**src/rtl/fetch_stage.sv**
```systemverilog
// fetch_stage: instruction-fetch stage with its IF/ID pipeline register.
//
// Owns the PC and drives a synchronous-read instruction memory whose data returns
// exactly one cycle after the request cycle. A one-entry hold buffer catches the
// in-flight return when decode stalls. Redirects from resolved branches and jumps
// kill everything in flight and restart fetch at the new target.
//
// Ports:
//   clk              system clock, all state updates on the rising edge
//   reset            synchronous, active-high reset
//   stall            decode cannot accept a new instruction; IF/ID holds
//   redirect_valid   branch taken / jump resolved this cycle
//   redirect_target  new PC on redirect (low 2 bits dropped, flagged via misalign)
//   imem_req         read request to instruction memory this cycle
//   imem_addr        request address (current PC)
//   imem_rdata       instruction data, valid one cycle after the request
//   id_valid         IF/ID holds a live instruction
//   id_instr         IF/ID instruction, 32'h0 when id_valid=0
//   id_pc_plus4      PC of id_instr + 4
//   OpCode, Funct    id_instr[31:26], id_instr[5:0]
//   misalign         one-cycle pulse after a redirect with a non-word-aligned target
module fetch_stage #(
  parameter logic [31:0] RESET_PC = 32'h0040_0000
) (
  input  logic        clk,
  input  logic        reset,
  input  logic        stall,
  input  logic        redirect_valid,
  input  logic [31:0] redirect_target,
  output logic        imem_req,
  output logic [31:0] imem_addr,
  input  logic [31:0] imem_rdata,
  output logic        id_valid,
  output logic [31:0] id_instr,
  output logic [31:0] id_pc_plus4,
  output logic [5:0]  OpCode,
  output logic [5:0]  Funct,
  output logic        misalign
);

  logic [31:0] pcQ, pcD;
  logic        reqValidQ, reqValidD;
  logic [31:0] reqPcQ, reqPcD;
  logic        holdValidQ, holdValidD;
  logic [31:0] holdInstrQ, holdInstrD;
  logic [31:0] holdPcQ, holdPcD;
  logic        idValidQ, idValidD;
  logic [31:0] idInstrQ, idInstrD;
  logic [31:0] idPcPlus4Q, idPcPlus4D;
  logic        misalignQ, misalignD;

  always_comb begin
    pcD        = pcQ;
    reqValidD  = reqValidQ;
    reqPcD     = reqPcQ;
    holdValidD = holdValidQ;
    holdInstrD = holdInstrQ;
    holdPcD    = holdPcQ;
    idValidD   = idValidQ;
    idInstrD   = idInstrQ;
    idPcPlus4D = idPcPlus4Q;
    misalignD  = 1'b0;

    if (redirect_valid) begin
      // Redirect wins over stall: any held or in-flight instruction is wrong-path.
      pcD        = {redirect_target[31:2], 2'b00};
      reqValidD  = 1'b0;
      holdValidD = 1'b0;
      idValidD   = 1'b0;
      idInstrD   = 32'h0;
      misalignD  = |redirect_target[1:0];
    end else if (stall) begin
      // No request is issued while stalled, so at most one return needs catching.
      if (reqValidQ) begin
        holdInstrD = imem_rdata;
        holdPcD    = reqPcQ;
        holdValidD = 1'b1;
        reqValidD  = 1'b0;
      end
    end else begin
      reqPcD    = pcQ;
      reqValidD = 1'b1;
      pcD       = pcQ + 32'd4;
      if (holdValidQ) begin
        idInstrD   = holdInstrQ;
        idPcPlus4D = holdPcQ + 32'd4;
        idValidD   = 1'b1;
        holdValidD = 1'b0;
      end else if (reqValidQ) begin
        idInstrD   = imem_rdata;
        idPcPlus4D = reqPcQ + 32'd4;
        idValidD   = 1'b1;
      end else begin
        idValidD = 1'b0;
        idInstrD = 32'h0;
      end
    end
  end

  always_ff @(posedge clk) begin
    if (reset) begin
      pcQ        <= RESET_PC;
      reqValidQ  <= 1'b0;
      reqPcQ     <= 32'h0;
      holdValidQ <= 1'b0;
      holdInstrQ <= 32'h0;
      holdPcQ    <= 32'h0;
      idValidQ   <= 1'b0;
      idInstrQ   <= 32'h0;
      idPcPlus4Q <= 32'h0;
      misalignQ  <= 1'b0;
    end else begin
      pcQ        <= pcD;
      reqValidQ  <= reqValidD;
      reqPcQ     <= reqPcD;
      holdValidQ <= holdValidD;
      holdInstrQ <= holdInstrD;
      holdPcQ    <= holdPcD;
      idValidQ   <= idValidD;
      idInstrQ   <= idInstrD;
      idPcPlus4Q <= idPcPlus4D;
      misalignQ  <= misalignD;
    end
  end

  assign imem_req    = !reset && !redirect_valid && !stall;
  assign imem_addr   = pcQ;
  assign id_valid    = idValidQ;
  assign id_instr    = idInstrQ;
  assign id_pc_plus4 = idPcPlus4Q;
  assign OpCode      = idInstrQ[31:26];
  assign Funct       = idInstrQ[5:0];
  assign misalign    = misalignQ;

endmodule

```
**config.mk**
```make
export PLATFORM = sky130hd
export DESIGN_NAME = fetch_stage
export DESIGN_NICKNAME = d
export VERILOG_FILES = /design/src/rtl/fetch_stage.sv
export SDC_FILE = /design/constraint.sdc
export NUM_CORES = 1
export LEC_CHECK = 0
export CAP_MARGIN = 25
export CORE_MARGIN = 2
export CORE_UTILIZATION = 46
export DETAILED_ROUTE_END_ITERATION = 10
export PLACE_DENSITY = 0.73
export SLEW_MARGIN = 20
export SYNTH_ARGS = -nofsm -noshare
export SYNTH_HDL_FRONTEND = slang
export SYNTH_SLANG_ARGS = --single-unit
export TNS_END_PERCENT = 100
```
**constraint.sdc**
```tcl
create_clock -name clk -period 3.8 [get_ports clk]
set_clock_uncertainty 0.1 [all_clocks]
set_input_delay 0.76 -clock clk [delete_from_list [all_inputs] [get_ports clk]]
set_output_delay 0.76 -clock clk [all_outputs]
set_load 0.005 [all_outputs]
```
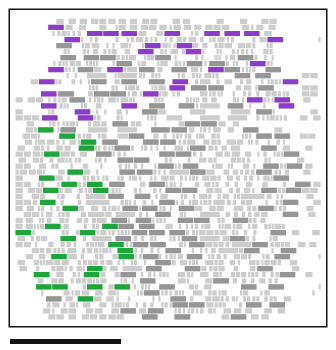
Fig. 1. Sequential cells grouped by signal name.
Bar = 50 um.
id_instr -> purple  # flops 32, where a band across the top
imem_addr -> green  # flops 30

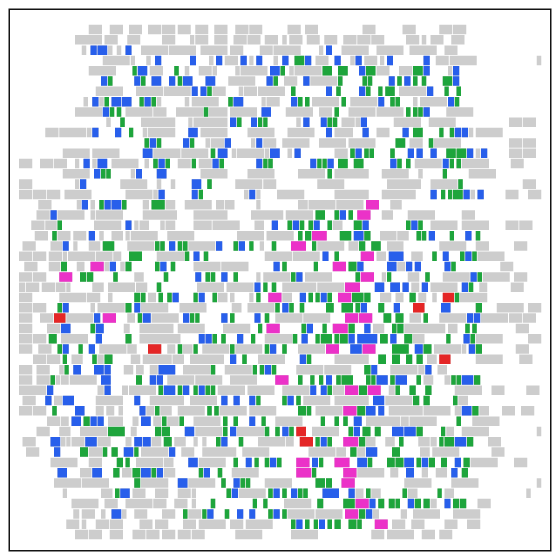
Fig. 2. Logic cells by family.
inverting AOI/OAI gates -> blue  # cells 265, where spread over the die
AND-OR and OR-AND gates -> red  # cells 7
multiplexers -> magenta  # cells 32
NAND gates -> green  # cells 372

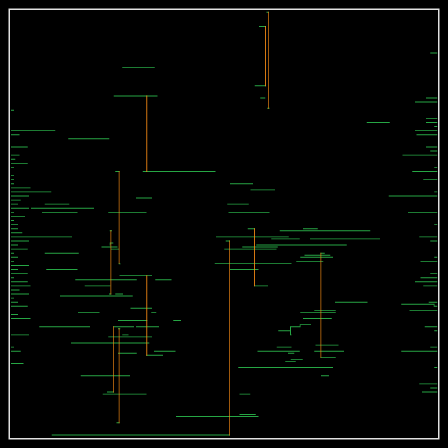
Fig. 3. Wiring by layer.
Two of the layers only.
met3 -> green  # wire length 1240 um
met4 -> orange  # wire length 326 um

path summary, 6_finish.rpt:
check	slack, ns	depth (start not counted)	startpoint	end
worst max-delay path	0.69	4	redirect_valid	imem_req
worst min register to register	0.35	2	id_pc_plus4[8]	id_pc_plus4[8]
worst min-delay path	0.35	2	id_pc_plus4[8]	id_pc_plus4[8]
worst max register to register	0.95	5	holdValidQ	id_pc_plus4[26]
metal layers:
| layer | global-route usage [%] | vias to the layer above | share of wire [%] |
|---|---|---|---|
| met3 | 3.26 | 23 | 5.3 |
| met4 | 6.57 | 0 | 1.4 |
| li1 | - | 4194 | - |
| met2 | 32.9 | 258 | 44 |
| met5 | 0 | - | 0 |
| met1 | 34.1 | 3862 | 49 |
sequential cells by signal, summed over array words and instances, names as in the netlist:
register / cells
holdInstrQ: 32
id_instr: 32
holdPcQ: 30
id_pc_plus4: 30
imem_addr: 30
reqPcQ: 30
holdValidQ: 1
id_valid: 1
misalign: 1
reqValidQ: 1
cell usage in the layout, fill, tap and decap left out, types with 18 or more instances in the layout:
| cell | netlist | layout |
|---|---|---|
| clkdlybuf4s50_1 | 0 | 172 |
| dfxtp_1 | 188 | 187 |
| nand3b_1 | 18 | 18 |
| mux2i_1 | 25 | 25 |
| o21ai_0 | 23 | 23 |
| nand4_1 | 23 | 23 |
| nor2_1 | 81 | 80 |
| nand2_1 | 266 | 266 |
| nand3_1 | 53 | 52 |
| a22oi_1 | 22 | 22 |
| xnor2_1 | 21 | 21 |
| a21oi_1 | 174 | 174 |
kinds of logic after synthesis:
logic type | Yosys count | synth area share [%]
compound gates | 272 | 17.9
xor+xnor | 25 | 2.48
fa+ha+maj | 3 | 0.425
buf+inv | 104 | 5.60
flops | 188 | 42.6
mux | 32 | 3.73
other cells | 1 | 0.0425
simple gates | 518 | 27.2
worst max-delay path: cells and delay by family:
family | cells | cell delay (ns)
buffers and inverters | 2 | 0.98
and+or+nand+nor | 2 | 0.51
power breakdown:
group          internal, uW  leakage [uW]  switching, uW  total, uW
clock network          1020      0.000275            747       1770
logic                   161       0.00168            162        323
registers              2010       0.00152           61.2       2070
total                  3190       0.00348            970       4160
area by class of cell:
cell class / count / share of cell area, %
sequential: 188 / 33.8
inverter: 4 / 0.135
clock inverter: 9 / 1.01
timing repair buffer: 190 / 16.9
tap: 234 / 2.63
clock buffer: 22 / 4.26
multi-input combinational: 854 / 41.2
stage by stage:
| step | hold WS (ns) | std cells |
|---|---|---|
| after floorplan | 0.333 | 1146 |
| after global placement | 0.339 | 1470 |
| after detailed placement | 0.347 | 1470 |
| after CTS | 0.355 | 1501 |
| after global routing | 0.371 | 1501 |
| final | 0.352 | 1501 |
==> impl_metrics.json <==
{
  "grt_pass1_vias": 7300,
  "ios": 179,
  "finalHoldViolCount": 0,
  "crit_top_cell": "clkdlybuf4s50_1",
  "avgSynthCellArea_sq_um": 7.72,
  "cp-start-kind": "input pin",
  "wirelength_um": 23400,
  "drv_cap": 0,
  "cts_sinks": 188,
  "setup_viol": 0,
  "logic_area_sq_um": 4590,
  "post-route-cell-area_sq_um": 11100,
  "cts_hold_buf": 0,
  "ys.flops": 188,
  "status": "complete, no violations",
  "top_cells_by_area": "dfxtp_1 (43%), nand2_1 (11%), a21oi_1 (9.9%)",
  "place_ws_ns": 0.671,
  "chipWidth_um": 143,
  "worst-setup-path-type": "input pin to output port",
  "n_fill_cell": 1704,
  "placed_area_sq_um": 10500,
  "fmax_mhz": 321,
  "power_density_nw_per_um2": 374,
  "grt_max_degree": 92,
  "cp_slowest_stage_delay_ns": 0.54,
  "tool_warnings": 27,
  "syn_inst": 1143,
  "insertion_delay_ns": 0.42,
  "vias": 8337,
  "maxSlewHeadroom_pct": 35.4,
  "synth_cell_type_count": 64,
  "synth-main-ff-cell": "dfxtp_1",
  "first_pass_iters": 5,
  "worst_slack_ns": 0.685,
  "drc_errors": 0,
  "post-synth-top-count-cell": "nand2_1",
  "drt_iter0_markers": 562,
  "ys_seq_share_pct": 42.6,
  "crit_required_ns": 2.94,
  "final_nets": 1326,
  "vdd_drop_max_v": 0.000318,
  "min_path_type": "flip-flop to flip-flop",
  "synth_top_area_share_pct": 42.6,
  "n_antenna_cell": 0,
  "synth_top_cell_by_area": "dfxtp_1",
  "worst_setup_path_end_kind": "output port",
  "utilization_pct": 59.3,
  "routedWlPerCell_um": 15.6,
  "dp_hpwl_um": 15900,
  "design.core.area_sq_um": 18800,
  "tns_ns": 0,
  "cts_setup_buffers": 0,
  "cts_buffers": 17,
  "grtUsageTotal_pct": 22.5,
  "top_cells_by_count": "nand2_1 (266), dfxtp_1 (188), a21oi_1 (174)",
  "cp_max_fo": 2,
  "rsz0062_at_grt": "false",
  "worstMarginPinSlew_ns": 0.968,
  "crit_path_top_delay_cell": "clkdlybuf4s50_1",
  "async_flop_share_pct": 0,
  "ant_nets": 0,
  "finalCritPeriodShare_pct": 82.0,
  "die_area_sq_um": 20300,
  "htree_levels": 4,
  "drv_slew": 0,
  "clockBufferDepth": 2,
  "flop_area_sq_um": 3770,
  "area_delta_synth_final_pct": 26.1,
  "io_buffer_count": 174,
  "place.gp.congestion": 0.862,
  "total_power_uw": 4160,
  "die_y_um": 143,
  "p_leak_uw": 0.00348
}
Power is estimated from default activity; no workload was simulated.
